===== src/rtl/sprite_rom_scheduler.sv =====
// Arbitrates NUM_REQ sprite pixel requesters onto one synchronous ROM port with fixed 2-cycle latency.
// Define SPRITE_SCHED_FIXED_PRIO_EN for fixed priority (lowest index wins) instead of round-robin.

module sprite_addr_calc #(
  parameter int ADDR_W    = 15,
  parameter int ROM_DEPTH = 24000
) (
  input  logic [ADDR_W-1:0] base_i,
  input  logic [9:0]        rel_x_i,
  input  logic [9:0]        rel_y_i,
  input  logic [9:0]        width_i,
  output logic [20:0]       sum_o,
  output logic              oob_o
);
  localparam logic [20:0] DEPTH_L = 21'(ROM_DEPTH);
  logic [19:0] prod;

  // Kept at full width so a wrapped address can never alias into bounds.
  assign prod  = 20'(rel_y_i) * 20'(width_i);
  assign sum_o = 21'(prod) + 21'(rel_x_i) + 21'(base_i);
  assign oob_o = (sum_o >= DEPTH_L);
endmodule

module sprite_rom_scheduler #(
  parameter int NUM_REQ   = 2,
  parameter int ADDR_W    = 15,
  parameter int ROM_DEPTH = 24000,
  parameter int DATA_W    = 16
) (
  input  logic                      clk,
  input  logic                      rst,
  input  logic                      enable,
  input  logic [NUM_REQ-1:0]        req_valid,
  output logic [NUM_REQ-1:0]        req_ready,
  input  logic [NUM_REQ*ADDR_W-1:0] req_base,
  input  logic [NUM_REQ*10-1:0]     req_rel_x,
  input  logic [NUM_REQ*10-1:0]     req_rel_y,
  input  logic [NUM_REQ*10-1:0]     req_width,
  output logic                      rom_en,
  output logic [ADDR_W-1:0]         rom_addr,
  input  logic [DATA_W-1:0]         rom_data,
  output logic [NUM_REQ-1:0]        rsp_valid,
  output logic [DATA_W-1:0]         rsp_data,
  output logic                      rsp_oob,
  output logic                      busy
);
  localparam int IDX_W = $clog2(NUM_REQ);

  typedef enum logic [1:0] {IDLE, RUN, DRAIN} state_e;

  state_e                   state_q, state_d;
  logic [NUM_REQ-1:0][20:0] sum_w;
  logic [NUM_REQ-1:0]       oob_w;
  logic [IDX_W-1:0]         start_w, gnt_idx;
  logic                     gnt_any;
  logic [20:0]              sel_sum;
  logic                     sel_oob;
  int                       rr_idx;

  // vld_pipe_q[1]: ROM read in flight, vld_pipe_q[2]: response on the outputs
  logic [2:1]               vld_pipe_q;
  logic [IDX_W-1:0]         tag1_q;
  logic                     oob1_q;
  logic                     rom_en_q;
  logic [ADDR_W-1:0]        rom_addr_q;
  logic [NUM_REQ-1:0]       rsp_valid_q;
  logic                     rsp_oob_q;

  generate
    for (genvar i = 0; i < NUM_REQ; i++) begin : g_lane
      sprite_addr_calc #(.ADDR_W(ADDR_W), .ROM_DEPTH(ROM_DEPTH)) u_calc (
        .base_i  (req_base[i*ADDR_W +: ADDR_W]),
        .rel_x_i (req_rel_x[i*10 +: 10]),
        .rel_y_i (req_rel_y[i*10 +: 10]),
        .width_i (req_width[i*10 +: 10]),
        .sum_o   (sum_w[i]),
        .oob_o   (oob_w[i])
      );
    end
  endgenerate

`ifdef SPRITE_SCHED_FIXED_PRIO_EN
  assign start_w = '0;
`else
  logic [IDX_W-1:0] ptr_q;

  always_ff @(posedge clk or negedge rst) begin
    if (!rst)         ptr_q <= '0;
    else if (gnt_any) ptr_q <= (gnt_idx == IDX_W'(NUM_REQ-1)) ? '0 : gnt_idx + IDX_W'(1);
  end

  assign start_w = ptr_q;
`endif

  always_comb begin
    gnt_any   = 1'b0;
    gnt_idx   = '0;
    rr_idx    = 0;
    req_ready = '0;
    if (state_q == RUN) begin
      for (int k = 0; k < NUM_REQ; k++) begin
        rr_idx = (int'(start_w) + k) % NUM_REQ;
        if (!gnt_any && req_valid[IDX_W'(rr_idx)]) begin
          gnt_any = 1'b1;
          gnt_idx = IDX_W'(rr_idx);
        end
      end
    end
    if (gnt_any) req_ready[gnt_idx] = 1'b1;
  end

  assign sel_sum = sum_w[gnt_idx];
  assign sel_oob = oob_w[gnt_idx];

  always_comb begin
    state_d = state_q;
    case (state_q)
      IDLE:    if (enable) state_d = RUN;
      RUN:     if (!enable) state_d = DRAIN;
      DRAIN:   if (enable) state_d = RUN;
               else if (vld_pipe_q == '0) state_d = IDLE;
      default: state_d = IDLE;
    endcase
  end

  always_ff @(posedge clk or negedge rst) begin
    if (!rst) begin
      state_q     <= IDLE;
      vld_pipe_q  <= '0;
      tag1_q      <= '0;
      oob1_q      <= 1'b0;
      rom_en_q    <= 1'b0;
      rom_addr_q  <= '0;
      rsp_valid_q <= '0;
      rsp_oob_q   <= 1'b0;
    end else begin
      state_q    <= state_d;
      vld_pipe_q <= {vld_pipe_q[1], gnt_any};
      tag1_q     <= gnt_idx;
      oob1_q     <= gnt_any & sel_oob;
      rom_en_q   <= gnt_any & ~sel_oob;
      // An out-of-bounds slot leaves the address bus untouched.
      if (gnt_any && !sel_oob) rom_addr_q <= sel_sum[ADDR_W-1:0];
      rsp_valid_q <= vld_pipe_q[1] ? (NUM_REQ'(1) << tag1_q) : '0;
      rsp_oob_q   <= vld_pipe_q[1] & oob1_q;
    end
  end

  // ROM data arrives in the strobe cycle itself, so it is gated rather than re-registered.
  assign rsp_data  = (|rsp_valid_q && !rsp_oob_q) ? rom_data : '0;
  assign rom_en    = rom_en_q;
  assign rom_addr  = rom_addr_q;
  assign rsp_valid = rsp_valid_q;
  assign rsp_oob   = rsp_oob_q;
  assign busy      = (state_q != IDLE);
endmodule


===== config.mk =====
export PLATFORM = sky130hd
export DESIGN_NAME = sprite_rom_scheduler
export DESIGN_NICKNAME = d
export VERILOG_FILES = /design/src/rtl/sprite_rom_scheduler.sv
export SDC_FILE = /design/constraint.sdc
export NUM_CORES = 1
export LEC_CHECK = 0
export CAP_MARGIN = 10
export CORE_ASPECT_RATIO = 0.75
export CORE_UTILIZATION = 50
export DETAILED_ROUTE_END_ITERATION = 16
export GPL_TIMING_DRIVEN = 0
export MAX_ROUTING_LAYER = met4
export PLACE_DENSITY_LB_ADDON = 0.25
export SLEW_MARGIN = 20
export SYNTH_ARGS = -nofsm -noshare
export SYNTH_HDL_FRONTEND = slang
export SYNTH_SLANG_ARGS = --single-unit

===== constraint.sdc =====
create_clock -name clk -period 3 [get_ports clk]
set_clock_uncertainty 0.1 [all_clocks]
set_input_delay 0.6 -clock clk [delete_from_list [all_inputs] [get_ports clk]]
set_output_delay 0.6 -clock clk [all_outputs]
set_load 0.02 [all_outputs]

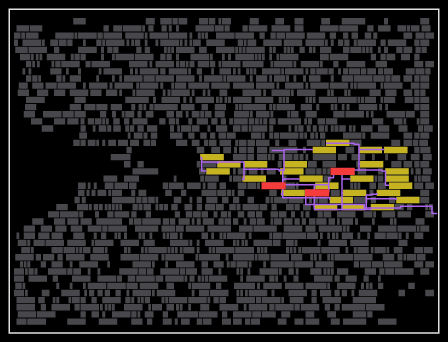
(images/clock_wires.png)
Key: purple = clock wires [length 329 um]; yellow = flip-flops [count 26]; red = clock-net drivers [count 3]
There are 4 routed clock nets.

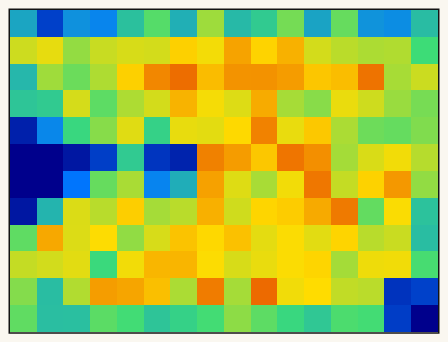
(images/util_map.png)
The die is cut into 16 by 12 equal tiles; dark blue is low, red is high, 0 to 100% covered.
25% of the tiles are over 75% full. The fullest tile reaches 88%. The emptiest ninth of the die: west. 2.6% of the tiles are nearly empty. The mean over all tiles is 60%.
fp util: 51.8%
core area: 18700 sq um
final core occ: 65.8%

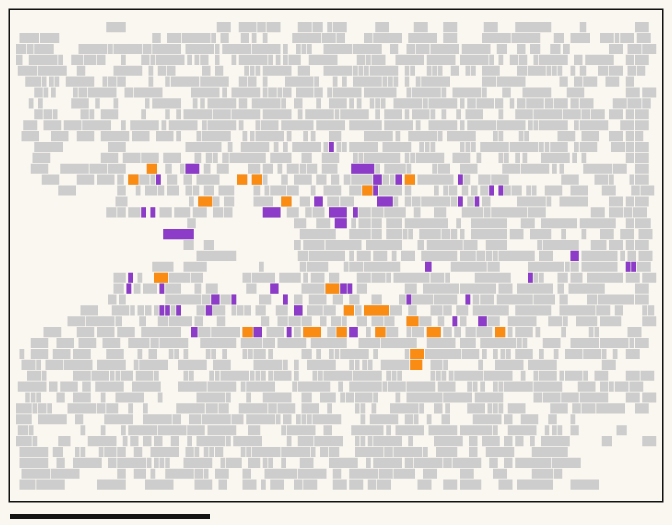
(images/gates.png)
Scale bar: 50 um.
Key: orange = non-inverting ao/oa cells [cells 21]; purple = nor cells [cells 48]
final cell count without fillers: 1480
Commonest Layout Cell: inv_1
combinational share of cell area: 69.2%

==> impl_metrics.ini <==
; generated from flow reports
[outcome]
status = complete, but fails checks
violations = setup timing

[worst_setup_path]
r2r_slack_ps = -30
cp.arrival_ps = 6130
critPathCaptureType = flop

[timing]
maxSlewViolCount = 0
fmax_mhz = 164
setup_ws_ps = -3080
setup_tns_ps = -51010
post-route-period-util_pct = 203
setup_viol = 17

[clock_network]
cts_sinks = 26
cts_root_buffer = clkbuf_16
cts_inserted_buffers = 3

[drt]
vias_per_cell = 5.21
vias = 7707
drc = 0
wl_met2_um = 10000
route.antenna.remaining_nets = 0
drt-total-wl_um = 22100

[global_route]
overflow = 0
grt_use_met3_pct = 2.30
grtUsageMet1_pct = 35.6

[floorplanning]
io_pins = 149
die_h_um = 123
die_w_um = 163

[yosys]
top_cell_area_share_pct = 36.7
edf_count = 0
synthArstFlopShare_pct = 100
common_cells = inv_1, fa_1, nand2_1
yosysMostFrequentCell = inv_1
top_cells_by_area = fa_1, ha_1, inv_1
synthTopLogicFamily = adder cells
dominantRegCellSynth = dfrtp_1

[run]
cap_violations = 0

[cells_and_area]
most-common-layout-cells = inv_1, fa_1, nand2_1
area_growth_pct = 27.0
drive_gt1_share_pct = 16.5

[pwr]
maxPowerGroup = combinational cells
powerSeq_uw = 527
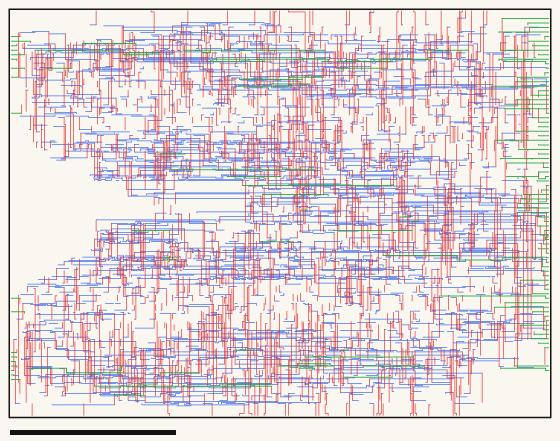
(images/layers.png)
Scale bar: 50 um.
Key: red = M2 [wire length 10000 um]; blue = M1 [wire length 10700 um]; green = M3 [wire length 1300 um]

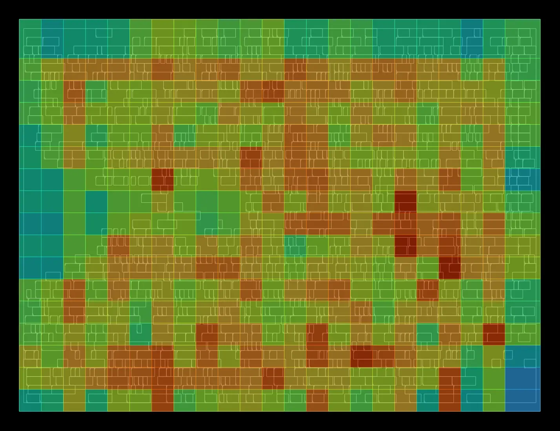
(images/congestion_map.png)
all-layer global routing usage: 23.4%
Routed WL per cell: 14.9 um
met2 Usage GRT: 35.8%

worst max path at each step:
stage | startpoint | end
after floorplan | req_width[14] | rom_addr[3]$_DFFE_PN0P_
after CTS | req_width[14] | rom_addr[5]$_DFFE_PN0P_
after detailed placement | req_rel_y[19] | rom_addr[3]$_DFFE_PN0P_
after global placement | req_rel_y[19] | rom_addr[3]$_DFFE_PN0P_
final | req_width[12] | rom_addr[4]$_DFFE_PN0P_
after global routing | req_width[14] | rom_addr[5]$_DFFE_PN0P_
layout make-up:
type,instances,area (sq um)
buffer,44,534
clock buffer,3,75.1
clock inverter,1,30.0
fill,1544,6410
inverter,234,878
multi-input combinational,793,8520
sequential,26,651
tap,247,309
timing repair buffer,132,1320
registers in the layout, summed over array words and instances (netlist names):
name	cells
oob1_q	1
ptr_q	1
rom_addr	15
rom_en	1
rsp_oob	1
rsp_valid	2
state_q	2
tag1_q	1
vld_pipe_q	2
worst max-delay path, cell delays in order:
cell	delay, ps
clkbuf_4	180
nand2_1	90
fa_1	520
fa_1	450
fa_1	540
inv_1	50
fa_1	470
inv_1	50
fa_1	470
inv_1	60
ha_4	300
nand2_1	90
a211oi_4	320
nor3_4	90
nor3b_2	260
mux2i_1	110
or4_4	530
nor4_4	210
buf_4	180
o21ai_4	90
clkbuf_16	170
mux2_4	280
stage by stage:
stage / util (%) / instances
finish: 65.8 / 1480
global route: 65.8 / 1480
CTS: 63.2 / 1469
detailed placement: 61.3 / 1458
global placement: 61.3 / 1458
floorplan: - / 1100
what timing repair did:
item,CTS,global route
hold buffers,0,0
pin swaps,5,53
cloned,0,2
endpoints found under the setup margin,18,19
setup buffers,7,12
resized,81,123
endpoints found under the hold margin,0,0
